Run 1, clock network drawn from the DEF:
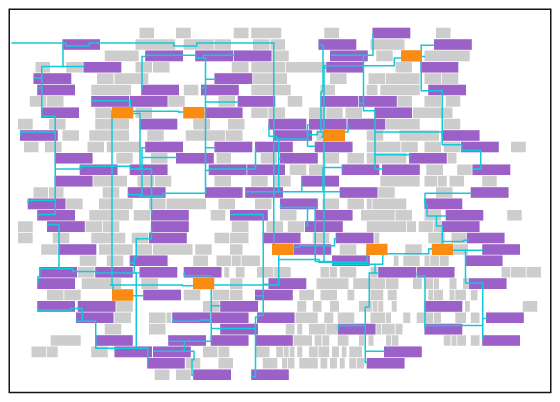
Run 1, clock wiring as the flow saved it:
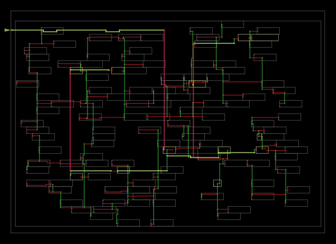
Run 1, where the registers sit:
The bar under the picture is 50 µm long. Other sequential cells in the stronger grey, the rest of the logic in the fainter grey.
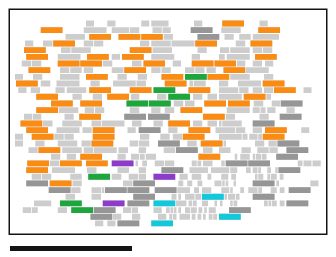
`src/rtl/spi_pkg.sv`:
```
// rtl/spi_pkg.sv - shared constants and state encoding for the SPI register slave
package spi_pkg;

    localparam int ADDR_WIDTH    = 3;
    localparam int DATA_WIDTH    = 8;
    localparam int MIN_SCLK_HALF = 4;

    localparam logic RW_WRITE = 1'b1;
    localparam logic RW_READ  = 1'b0;

    typedef enum logic [2:0] {
        ST_IDLE  = 3'd0,
        ST_CMD   = 3'd1,
        ST_WDATA = 3'd2,
        ST_RDATA = 3'd3,
        ST_DONE  = 3'd4
    } state_e;

endpackage

```
`src/rtl/spi_reg_slave_if.sv`:
```
// rtl/spi_reg_slave_if.sv - SPI pins plus local register write/read ports
interface spi_reg_slave_if #(
    parameter int ADDR_WIDTH = spi_pkg::ADDR_WIDTH,
    parameter int DATA_WIDTH = spi_pkg::DATA_WIDTH
);

    logic                  sclk;
    logic                  cs;
    logic                  mosi;
    logic                  miso;
    logic                  miso_oe;
    logic                  reg_wr_valid;
    logic [ADDR_WIDTH-1:0] reg_wr_addr;
    logic [DATA_WIDTH-1:0] reg_wr_data;
    logic [ADDR_WIDTH-1:0] reg_rd_addr;
    logic [DATA_WIDTH-1:0] reg_rd_data;
    logic                  frame_err;

    modport slave (
        input  sclk, cs, mosi, reg_rd_addr,
        output miso, miso_oe, reg_wr_valid, reg_wr_addr, reg_wr_data,
               reg_rd_data, frame_err
    );

    modport master (
        output sclk, cs, mosi, reg_rd_addr,
        input  miso, miso_oe, reg_wr_valid, reg_wr_addr, reg_wr_data,
               reg_rd_data, frame_err
    );

endinterface

```
`src/rtl/spi_sync_edge.sv`:
```
// rtl/spi_sync_edge.sv - multi-flop pin synchronizer with rise/fall pulses
module spi_sync_edge #(
    parameter int SYNC_STAGES = 2
) (
    input  logic clk,
    input  logic rst,
    input  logic din,
    output logic level,
    output logic rise,
    output logic fall
);

    logic [SYNC_STAGES-1:0] sync_q, sync_d;
    logic                   prev_q, prev_d;

    // shift the pin through the chain; remember the last synced level for edge detect
    always_comb begin
        sync_d = {sync_q[SYNC_STAGES-2:0], din};
        prev_d = sync_q[SYNC_STAGES-1];
    end

    // chain resets low so a pin held low through reset never looks like a new edge
    always_ff @(posedge clk or posedge rst) begin
        if (rst) begin
            sync_q <= '0;
            prev_q <= 1'b0;
        end else begin
            sync_q <= sync_d;
            prev_q <= prev_d;
        end
    end

    // edge pulses are one clk wide and derived only from flops
    always_comb begin
        level = sync_q[SYNC_STAGES-1];
        rise  = sync_q[SYNC_STAGES-1] & ~prev_q;
        fall  = ~sync_q[SYNC_STAGES-1] & prev_q;
    end

endmodule

```
`src/rtl/spi_reg_slave.sv`:
```
// rtl/spi_reg_slave.sv - oversampled SPI slave with an 8-entry register bank
module spi_reg_slave
    import spi_pkg::*;
#(
    parameter int ADDR_WIDTH  = spi_pkg::ADDR_WIDTH,
    parameter int DATA_WIDTH  = spi_pkg::DATA_WIDTH,
    parameter int SYNC_STAGES = 2
) (
    input  logic             clk,
    input  logic             rst,
    spi_reg_slave_if.slave   bus
);

    localparam int DEPTH    = 2 ** ADDR_WIDTH;
    localparam int CMD_BITS = 1 + ADDR_WIDTH;
    localparam int CNT_W    = $clog2(DATA_WIDTH + 1);

    logic sclk_lvl_unused, sclk_rise, sclk_fall;
    logic cs_s, cs_rise_unused, cs_fall_unused;
    logic mosi_s, mosi_rise_unused, mosi_fall_unused;

    spi_sync_edge #(.SYNC_STAGES(SYNC_STAGES)) u_sync_sclk (
        .clk(clk), .rst(rst), .din(bus.sclk),
        .level(sclk_lvl_unused), .rise(sclk_rise), .fall(sclk_fall)
    );

    spi_sync_edge #(.SYNC_STAGES(SYNC_STAGES)) u_sync_cs (
        .clk(clk), .rst(rst), .din(bus.cs),
        .level(cs_s), .rise(cs_rise_unused), .fall(cs_fall_unused)
    );

    spi_sync_edge #(.SYNC_STAGES(SYNC_STAGES)) u_sync_mosi (
        .clk(clk), .rst(rst), .din(bus.mosi),
        .level(mosi_s), .rise(mosi_rise_unused), .fall(mosi_fall_unused)
    );

    state_e                state_q, state_d;
    logic [CNT_W-1:0]      bit_cnt_q, bit_cnt_d;
    logic [DATA_WIDTH-1:0] rx_q, rx_d;
    logic [DATA_WIDTH-1:0] tx_q, tx_d;
    logic [ADDR_WIDTH-1:0] addr_q, addr_d;
    logic                  miso_q, miso_d;
    logic                  armed_q, armed_d;
    logic                  wr_valid_q, wr_valid_d;
    logic [ADDR_WIDTH-1:0] wr_addr_q, wr_addr_d;
    logic [DATA_WIDTH-1:0] wr_data_q, wr_data_d;
    logic                  frame_err_q, frame_err_d;
    logic [DATA_WIDTH-1:0] bank_q [DEPTH];
    logic [DATA_WIDTH-1:0] bank_d [DEPTH];

    logic [CMD_BITS-1:0]   cmd_word;
    logic                  abort;
    logic                  miso_oe_c;

    // command word as it will look once the current mosi bit is shifted in; abort is cs high mid-frame
    always_comb begin
        cmd_word = {rx_q[CMD_BITS-2:0], mosi_s};
        abort    = cs_s && (state_q == ST_CMD || state_q == ST_WDATA || state_q == ST_RDATA);
    end

    // state and datapath registers
    always_ff @(posedge clk or posedge rst) begin
        if (rst) begin
            state_q     <= ST_IDLE;
            bit_cnt_q   <= '0;
            rx_q        <= '0;
            tx_q        <= '0;
            addr_q      <= '0;
            miso_q      <= 1'b0;
            armed_q     <= 1'b0;
            wr_valid_q  <= 1'b0;
            wr_addr_q   <= '0;
            wr_data_q   <= '0;
            frame_err_q <= 1'b0;
        end else begin
            state_q     <= state_d;
            bit_cnt_q   <= bit_cnt_d;
            rx_q        <= rx_d;
            tx_q        <= tx_d;
            addr_q      <= addr_d;
            miso_q      <= miso_d;
            armed_q     <= armed_d;
            wr_valid_q  <= wr_valid_d;
            wr_addr_q   <= wr_addr_d;
            wr_data_q   <= wr_data_d;
            frame_err_q <= frame_err_d;
        end
    end

    // next-state logic; cs high mid-frame beats any sclk edge in the same clk
    always_comb begin
        state_d = state_q;
        case (state_q)
            ST_IDLE:  if (!cs_s && armed_q) state_d = ST_CMD;
            ST_CMD: begin
                if (abort) state_d = ST_IDLE;
                else if (sclk_rise && bit_cnt_q == CNT_W'(CMD_BITS - 1))
                    state_d = (cmd_word[CMD_BITS-1] == RW_WRITE) ? ST_WDATA : ST_RDATA;
            end
            ST_WDATA: begin
                if (abort) state_d = ST_IDLE;
                else if (bit_cnt_q == CNT_W'(DATA_WIDTH)) state_d = ST_DONE;
            end
            ST_RDATA: begin
                if (abort) state_d = ST_IDLE;
                else if (sclk_rise && bit_cnt_q == CNT_W'(DATA_WIDTH - 1)) state_d = ST_DONE;
            end
            ST_DONE:  if (cs_s) state_d = ST_IDLE;
            default:  state_d = ST_IDLE;
        endcase
    end

    // shift registers, counters and the write-commit pulse
    always_comb begin
        bit_cnt_d   = bit_cnt_q;
        rx_d        = rx_q;
        tx_d        = tx_q;
        addr_d      = addr_q;
        miso_d      = miso_q;
        armed_d     = armed_q | cs_s;
        wr_valid_d  = 1'b0;
        wr_addr_d   = wr_addr_q;
        wr_data_d   = wr_data_q;
        frame_err_d = abort;
        case (state_q)
            ST_IDLE: begin
                bit_cnt_d = '0;
                miso_d    = 1'b0;
            end
            ST_CMD: begin
                if (!abort && sclk_rise) begin
                    rx_d      = {rx_q[DATA_WIDTH-2:0], mosi_s};
                    bit_cnt_d = bit_cnt_q + CNT_W'(1);
                    if (bit_cnt_q == CNT_W'(CMD_BITS - 1)) begin
                        // read data is snapshotted here so later writes cannot disturb it
                        addr_d    = cmd_word[ADDR_WIDTH-1:0];
                        tx_d      = bank_q[cmd_word[ADDR_WIDTH-1:0]];
                        bit_cnt_d = '0;
                    end
                end
            end
            ST_WDATA: begin
                if (!abort) begin
                    if (bit_cnt_q == CNT_W'(DATA_WIDTH)) begin
                        wr_valid_d = 1'b1;
                        wr_addr_d  = addr_q;
                        wr_data_d  = rx_q;
                    end else if (sclk_rise) begin
                        rx_d      = {rx_q[DATA_WIDTH-2:0], mosi_s};
                        bit_cnt_d = bit_cnt_q + CNT_W'(1);
                    end
                end
            end
            ST_RDATA: begin
                if (abort) begin
                    miso_d = 1'b0;
                end else begin
                    if (sclk_fall) begin
                        miso_d = tx_q[DATA_WIDTH-1];
                        tx_d   = tx_q << 1;
                    end
                    if (sclk_rise) bit_cnt_d = bit_cnt_q + CNT_W'(1);
                end
            end
            ST_DONE: miso_d = 1'b0;
            default: miso_d = 1'b0;
        endcase
    end

    // bank commit lands one clk after the strobe rises, so the strobe clk still reads the old value
    always_comb begin
        bank_d = bank_q;
        if (wr_valid_q) bank_d[wr_addr_q] = wr_data_q;
    end

    // register bank storage
    always_ff @(posedge clk or posedge rst) begin
        if (rst) bank_q <= '{default: '0};
        else     bank_q <= bank_d;
    end

    // outputs: miso is driven only in the read data phase and releases as soon as cs is seen high
    always_comb begin
        miso_oe_c = (state_q == ST_RDATA) && !cs_s;
    end

    assign bus.miso         = miso_oe_c & miso_q;
    assign bus.miso_oe      = miso_oe_c;
    assign bus.reg_wr_valid = wr_valid_q;
    assign bus.reg_wr_addr  = wr_addr_q;
    assign bus.reg_wr_data  = wr_data_q;
    assign bus.reg_rd_data  = bank_q[bus.reg_rd_addr];
    assign bus.frame_err    = frame_err_q;

endmodule

```
`src/flat_wrapper.sv`:
```
// flat-port wrapper written by rule: the top's interface ports become plain ports
module spi_reg_slave_flat import spi_pkg::*;
#(
    parameter int ADDR_WIDTH  = spi_pkg::ADDR_WIDTH,
    parameter int DATA_WIDTH  = spi_pkg::DATA_WIDTH,
    parameter int SYNC_STAGES = 2
)
  (clk, rst, bus_sclk, bus_cs, bus_mosi, bus_reg_rd_addr, bus_miso, bus_miso_oe, bus_reg_wr_valid, bus_reg_wr_addr, bus_reg_wr_data, bus_reg_rd_data, bus_frame_err);
  spi_reg_slave_if #(.ADDR_WIDTH(ADDR_WIDTH), .DATA_WIDTH(DATA_WIDTH)) bus_i ();
  input  logic clk;
  input  logic rst;
  input wire logic [$bits(bus_i.sclk)-1:0] bus_sclk;
  input wire logic [$bits(bus_i.cs)-1:0] bus_cs;
  input wire logic [$bits(bus_i.mosi)-1:0] bus_mosi;
  input wire logic [$bits(bus_i.reg_rd_addr)-1:0] bus_reg_rd_addr;
  output wire logic [$bits(bus_i.miso)-1:0] bus_miso;
  output wire logic [$bits(bus_i.miso_oe)-1:0] bus_miso_oe;
  output wire logic [$bits(bus_i.reg_wr_valid)-1:0] bus_reg_wr_valid;
  output wire logic [$bits(bus_i.reg_wr_addr)-1:0] bus_reg_wr_addr;
  output wire logic [$bits(bus_i.reg_wr_data)-1:0] bus_reg_wr_data;
  output wire logic [$bits(bus_i.reg_rd_data)-1:0] bus_reg_rd_data;
  output wire logic [$bits(bus_i.frame_err)-1:0] bus_frame_err;
  assign bus_i.sclk = bus_sclk;
  assign bus_i.cs = bus_cs;
  assign bus_i.mosi = bus_mosi;
  assign bus_i.reg_rd_addr = bus_reg_rd_addr;
  assign bus_miso = bus_i.miso;
  assign bus_miso_oe = bus_i.miso_oe;
  assign bus_reg_wr_valid = bus_i.reg_wr_valid;
  assign bus_reg_wr_addr = bus_i.reg_wr_addr;
  assign bus_reg_wr_data = bus_i.reg_wr_data;
  assign bus_reg_rd_data = bus_i.reg_rd_data;
  assign bus_frame_err = bus_i.frame_err;
  spi_reg_slave #(.ADDR_WIDTH(ADDR_WIDTH), .DATA_WIDTH(DATA_WIDTH), .SYNC_STAGES(SYNC_STAGES)) u_core (.clk(clk), .rst(rst), .bus(bus_i));
endmodule
```
`config.mk`:
```
export PLATFORM = sky130hd
export DESIGN_NAME = spi_reg_slave_flat
export DESIGN_NICKNAME = d
export VERILOG_FILES = /design/src/rtl/spi_pkg.sv /design/src/rtl/spi_reg_slave_if.sv /design/src/rtl/spi_sync_edge.sv /design/src/rtl/spi_reg_slave.sv /design/src/flat_wrapper.sv
export SDC_FILE = /design/constraint.sdc
export NUM_CORES = 1
export LEC_CHECK = 0
export ABC_CLOCK_PERIOD_IN_PS = 3550
export CAP_MARGIN = 30
export CORE_ASPECT_RATIO = 0.7
export CORE_MARGIN = 1.5
export CORE_UTILIZATION = 50
export CTS_BUF_LIST = sky130_fd_sc_hd__clkbuf_8
export DETAILED_ROUTE_END_ITERATION = 6
export PLACE_DENSITY = 0.71
export SLEW_MARGIN = 20
export SYNTH_ARGS = -nofsm -noshare
export SYNTH_HDL_FRONTEND = slang
export SYNTH_SLANG_ARGS = --single-unit
```
`constraint.sdc`:
```
create_clock -name clk -period 3.55 [get_ports clk]
set_input_delay 0.71 -clock clk [delete_from_list [all_inputs] [get_ports clk]]
set_output_delay 0.71 -clock clk [all_outputs]
set_load 0.02 [all_outputs]
```
==> ci_impl_report.md, run 1 <==
## PnR job results

| Metric | Value |
|---|---|
| Dominant comb cell | multiplexers |
| CORE AREA | 10600 µm² |
| Flip-flops with a built-in enable | 0 |
| Synth area leaders | dfrtp_1 50%, mux2_2 19%, mux4_1 7.6% |
| Mux area share | 34.8% |
| Cells on worst reg2reg path | 4 |
| Via Count | 3229 |
| CTS tree | yes |
| Hold buffers post-CTS | 0 |
| Initial antenna violation count | 0 |
| Worst setup slack after layout | 83.9 ps |
| R2R Path Start | u_core.u_sync_mosi.sync_q[1] |
| Flop-to-flop setup slack | 1230 ps |
| Log Warnings | 29 |
| Reg with most FFs | u_core.bank_q |
| Area added between synthesis and finish | 10.9% |
| CTS Buffer Depth | 2 |
| Fmax | 289 MHz |
| Overflow after GRT | 0 |
| Critical-path maximum fanout | 16 |
| Top cells excl fill/tap | 112 x dfrtp_1, 96 x mux2_2, 30 x clkdlybuf4s50_1 |
| Post-synth ARST share | 100% |
| RSZ-0062 raised after global routing | false |
| Max Cap Viol | 0 |
| Status | finished clean |
| Seq share, synth | 50.5% |
| DP Area | 5990 µm² |
| Levels on crit path | 5 |
| Post-Route WL | 11.2 mm |
| Final Cell Area | 6160 µm² |
| Worst-path clk slew | around 100 ps |
| Static Leak | around 0.0029 µW |
| Vias in the first global route | about 3200 |
| Die H | 91.2 µm |
| Mapped Nets | 383 |
| Least-Margin Pin Slew | 1010 ps |
| Adder-cell share of the synthesized area | 0.450% |
| CP delay by family, top | buffers and inverters |
| Crit share post-route | 97.6% |
| Yosys Instances | approximately 370 |
| I/O pins | 31 |
| Commonest Layout Cell | dfrtp_1 |
## Picture notes: 'clock network drawn from the DEF'
- flip-flops: purple (count 112)
- clock wires: cyan (length 1300 µm)
- clock-net drivers: orange (count 9)
- flops lie: widely spread
- routed clock nets: 10
P_clk: 723 µW
clk_skew: 7.62 ps
power share of the clock group: 26.7%
Late-Pin Clk Latency: 380 ps

## Picture notes: 'clock wiring as the flow saved it'
CTS sink cnt: 112
Flops: 112
Num CTS Buffers: 9
clk_buf instances: 9

## Picture notes: 'where the registers sit'
- u_core.bus.reg_wr_data: green (flops 8)
- u_core.bit_cnt_q: cyan (flops 4; where south)
- u_core.addr_q: purple (flops 3)
- u_core.bank_q: orange (flops 64)
- not coloured: 33
Final Util: 58.2%
FF+latch area: 2800 µm²
Seq/total area: 45.5%

## run 1: layer usage
metal / up-vias / wire, µm / part of all wire [%] / track usage [%]
met2: 51 / 5070 / 45 / 31.0
met5: - / 0 / 0 / 0
li1: 1466 / - / - / -
met3: 7 / 362 / 3.2 / 5.36
met4: 0 / 137 / 1.2 / 4.49
met1: 1705 / 5630 / 50 / 32.2
## run 1: area by class of cell
type | count | area (µm²)
sequential | 112 | 2800
clock inverter | 4 | 48.8
fill | 843 | 4430
inverter | 5 | 22.5
timing repair buffer | 35 | 375
tap | 148 | 185
multi-input combinational | 232 | 2600
clock buffer | 9 | 124
## run 1: where the power goes
| group | internal (µW) | leakage, µW | switching [µW] |
|---|---|---|---|
| clock network | 314 | 0.0000908 | 409 |
| registers | 1370 | 0.00153 | 192 |
| logic | 233 | 0.00124 | 190 |
| total | 1910 | 0.00286 | 791 |
## run 1: worst max path at each step
| stage | end | from |
|---|---|---|
| final | bus_reg_rd_data[0] | bus_reg_rd_addr[0] |
| after global routing | bus_reg_rd_data[0] | bus_reg_rd_addr[0] |
| after CTS | bus_reg_rd_data[2] | bus_reg_rd_addr[0] |
| after detailed placement | bus_reg_rd_data[2] | bus_reg_rd_addr[0] |
| after global placement | bus_reg_rd_data[5] | bus_reg_rd_addr[0] |
| after floorplan | bus_reg_rd_data[0] | bus_reg_rd_addr[0] |
## run 1: logic make-up after synthesis
logic type / after synthesis
muxes: 135
DFF: 112
and+or+nand+nor: 66
AOI/OAI and AO/OA: 29
buffers and inverters: 29
adders and majority gates: 2
## run 1: per-stage QoR
stage          utilization, %  std cells  total power, µW
2_1_floorplan               -        373             1890
3_3_place_gp             56.6        532             1990
3_5_place_dp             56.6        532             2010
4_1_cts                  58.2        545             2730
5_1_grt                  58.2        545             2840
6_report                 58.2        545             2700
--- run 2 (diff from run 1) ---
--- a/config.mk
+++ b/config.mk
@@ -12,8 +12,8 @@
 export CORE_UTILIZATION = 50
 export CTS_BUF_LIST = sky130_fd_sc_hd__clkbuf_8
 export DETAILED_ROUTE_END_ITERATION = 6
-export PLACE_DENSITY = 0.71
-export SLEW_MARGIN = 20
+export MAX_ROUTING_LAYER = met4
+export PLACE_DENSITY_LB_ADDON = 0.1
 export SYNTH_ARGS = -nofsm -noshare
 export SYNTH_HDL_FRONTEND = slang
 export SYNTH_SLANG_ARGS = --single-unit
Run 2, drive-strength map:
The bar under the picture is 50 µm long.
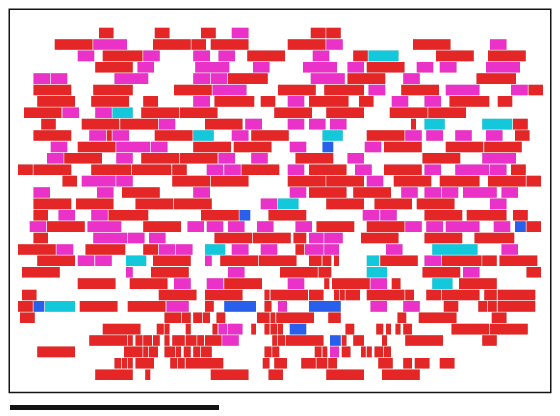
- x2: magenta (cells 126)
- x1 and smaller: red (cells 253)
- x3 and x4: blue (cells 8)
- x6 and larger: cyan (cells 14)

Run 2, placement by cell class:
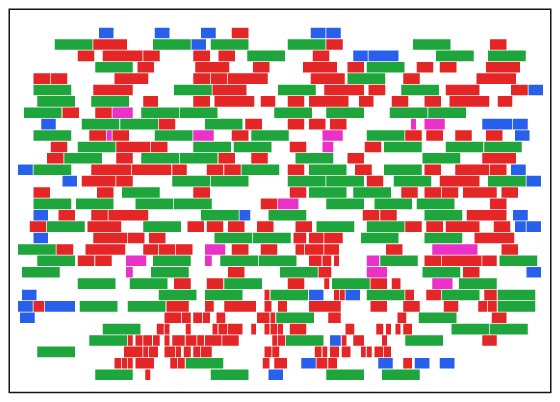
- remaining logic cells: red (cells 237)
- clock drivers and dummy loads: magenta (cells 16)
- remaining buffers and delay cells: blue (cells 36)
- sequential cells: green (cells 112)

==> run 2 against run 1 <==
Register-to-register slack improved by 30 ps; clock skew is 2.4 ps higher; fmax barely moved; worst setup slack improved by 2.7 ps; area after synthesis stayed put; largest power group unchanged; routed wire length is 4.8% higher; critical endpoint is now bus_reg_rd_data[7].
==> ci_impl_report.md, run 2 <==
## PnR job results

| Metric | Value |
|---|---|
| Least-Margin Pin Slew | 1020 ps |
| Cells on worst reg2reg path | 5 |
| Overflow after GRT | 0 |
| Worst hold path class | reg2reg |
| Static Leak | approximately 0.0029 µW |
| Vias in the first global route | 3253 |
| Status | finished clean |
| # Taps | 148 |
| Nonclk inv count | 5 |
| Pin count of the biggest net entering global routing | 113 |
| Flops | 112 |
| Clk_buf instances | 9 |
| Post-synth ARST share | 100% |
| Seq share, synth | 50.5% |
| Area added between synthesis and finish | 11.3% |
| Power share of the clock group | approximately 28% |
| Hold buffers post-CTS | 0 |
| Max Cap Viol | 0 |
| Worst setup slack after layout | 86.6 ps |
| Post-synth top area cell | dfrtp_1 |
| MI comb area | 2600 µm² |
| Die H | a little over 90 µm |
| CTS tree | yes |
| Synth area leaders | dfrtp_1 50%, mux2_2 19%, mux4_1 7.6% |
| Flop pwr share | 56.0% |
| Biggest Area Class | flip-flops and latches |
| Seq/total area | 45.3% |
| P_seq | roughly 1500 µW |
| Reg with most FFs | u_core.bank_q |
| Mapped Avg Cell Area | 14.9 µm² |
| CTS sink cnt | 112 |
| Top power group | registers |
| Power Combinational | approximately 450 µW |
| Top cells excl fill/tap | 112 x dfrtp_1, 96 x mux2_2, 30 x clkdlybuf4s50_1 |
| FF+latch area | 2800 µm² |
| CORE AREA | 10600 µm² |
| Flop-to-flop setup slack | between 1000 and 1500 ps |
| Final clock-cell share | ~3.0% |
| CTS Root Cell | clkbuf_8 |
| Layout buffering overhead excluding clock cells | a little over 6% |
| Num CTS Buffers | 9 |
| # fillers | approximately 840 |
| Post-Route WL | roughly 12 mm |
| Worst-path clk slew | 90 ps |
| P_clk | 754 µW |
| Critical-path maximum fanout | 16 |
| Clk_skew | 9.99 ps |
| Crit share post-route | 97.6% |
| Post-CTS setup buffers | 0 |
| R2R Path Start | u_core.u_sync_mosi.sync_q[1] |
| Via Count | 3246 |
| CTS Buffer Depth | 2 |
| Final Util | between 50% and 60% |
| Initial antenna violation count | 0 |
| Critical Path RT | 2840 ps |
| Final Cell Area | 6180 µm² |
| Late-Pin Clk Latency | roughly 380 ps |
| Worst hold stages | 0 |
| I/O pins | 31 |
| RSZ-0062 raised after global routing | false |
| Wire per inst | between 20 and 25 µm |
| Yosys Instances | around 370 |
| Switch share | 29.7% |
| Commonest Layout Cell | dfrtp_1 |
| Mapped Nets | roughly 380 |
| Logic share of the area | 42.1% |
| Count leader, synth | dfrtp_1 |
| Combinational share of power | 16.6% |
| Log Warnings | 29 |
| Fmax | between 200 and 300 MHz |
| Pwr/cell area | 444 nW/µm² |
| Flip-flops with a built-in enable | 0 |
| P_int | 1930 µW |
| #MultiIn Comb | 232 |
| Core Util at FP | 52.5% |
| Non-clock buffers | 36 |
| DP Area | between 5000 and 6000 µm² |
| Sw Pwr | between 800 and 900 µW |
run 2: cell counts after synthesis:
Identical to the previous run, type by type.
run 2: layer usage:
metal | global-route usage (%) | share of wire, % | vias up
met5 | - | 0 | -
met4 | 5.06 | 0.83 | 0
met3 | 4.77 | 3.9 | 10
met2 | 30.9 | 45 | 64
met1 | 34.0 | 51 | 1702
li1 | - | - | 1470
run 2: kinds of logic (layout without fill, tap and decap cells):
kind of cell	count (synthesis)	after routing	share of synthesized area, %
AOI/OAI and AO/OA	29	29	3.81
and+or+nand+nor	66	66	7.84
DFF	112	112	50.5
buffers and inverters	29	57	2.68
adders and majority gates	2	2	0.450
muxes	135	135	34.8
run 2: metrics by stage:
stage | instances | total power, µW
6_report | 549 | 2740
5_1_grt | 549 | 2880
4_1_cts | 549 | 2780
3_5_place_dp | 533 | 2020
3_3_place_gp | 533 | 2010
2_1_floorplan | 373 | 1890
run 2: worst max path at each step:
| stage | from | end | slack (ps) | cells after the start |
|---|---|---|---|---|
| 3_3_place_gp | bus_reg_rd_addr[0] | bus_reg_rd_data[6] | 90 | 5 |
| 2_1_floorplan | bus_reg_rd_addr[0] | bus_reg_rd_data[0] | 770 | 4 |
| 5_1_grt | bus_reg_rd_addr[0] | bus_reg_rd_data[7] | 40 | 5 |
| 3_5_place_dp | bus_reg_rd_addr[0] | bus_reg_rd_data[7] | 80 | 5 |
| 6_report | bus_reg_rd_addr[0] | bus_reg_rd_data[7] | 90 | 5 |
| 4_1_cts | bus_reg_rd_addr[0] | bus_reg_rd_data[7] | 80 | 5 |
run 2: critical path: stages:
cell             delay, ps
clkdlybuf4s50_1        500
buf_12                 190
mux4_2                 510
mux2_2                 280
clkdlybuf4s50_1        540
No activity file was given, so power comes from the tool's default toggle rates.
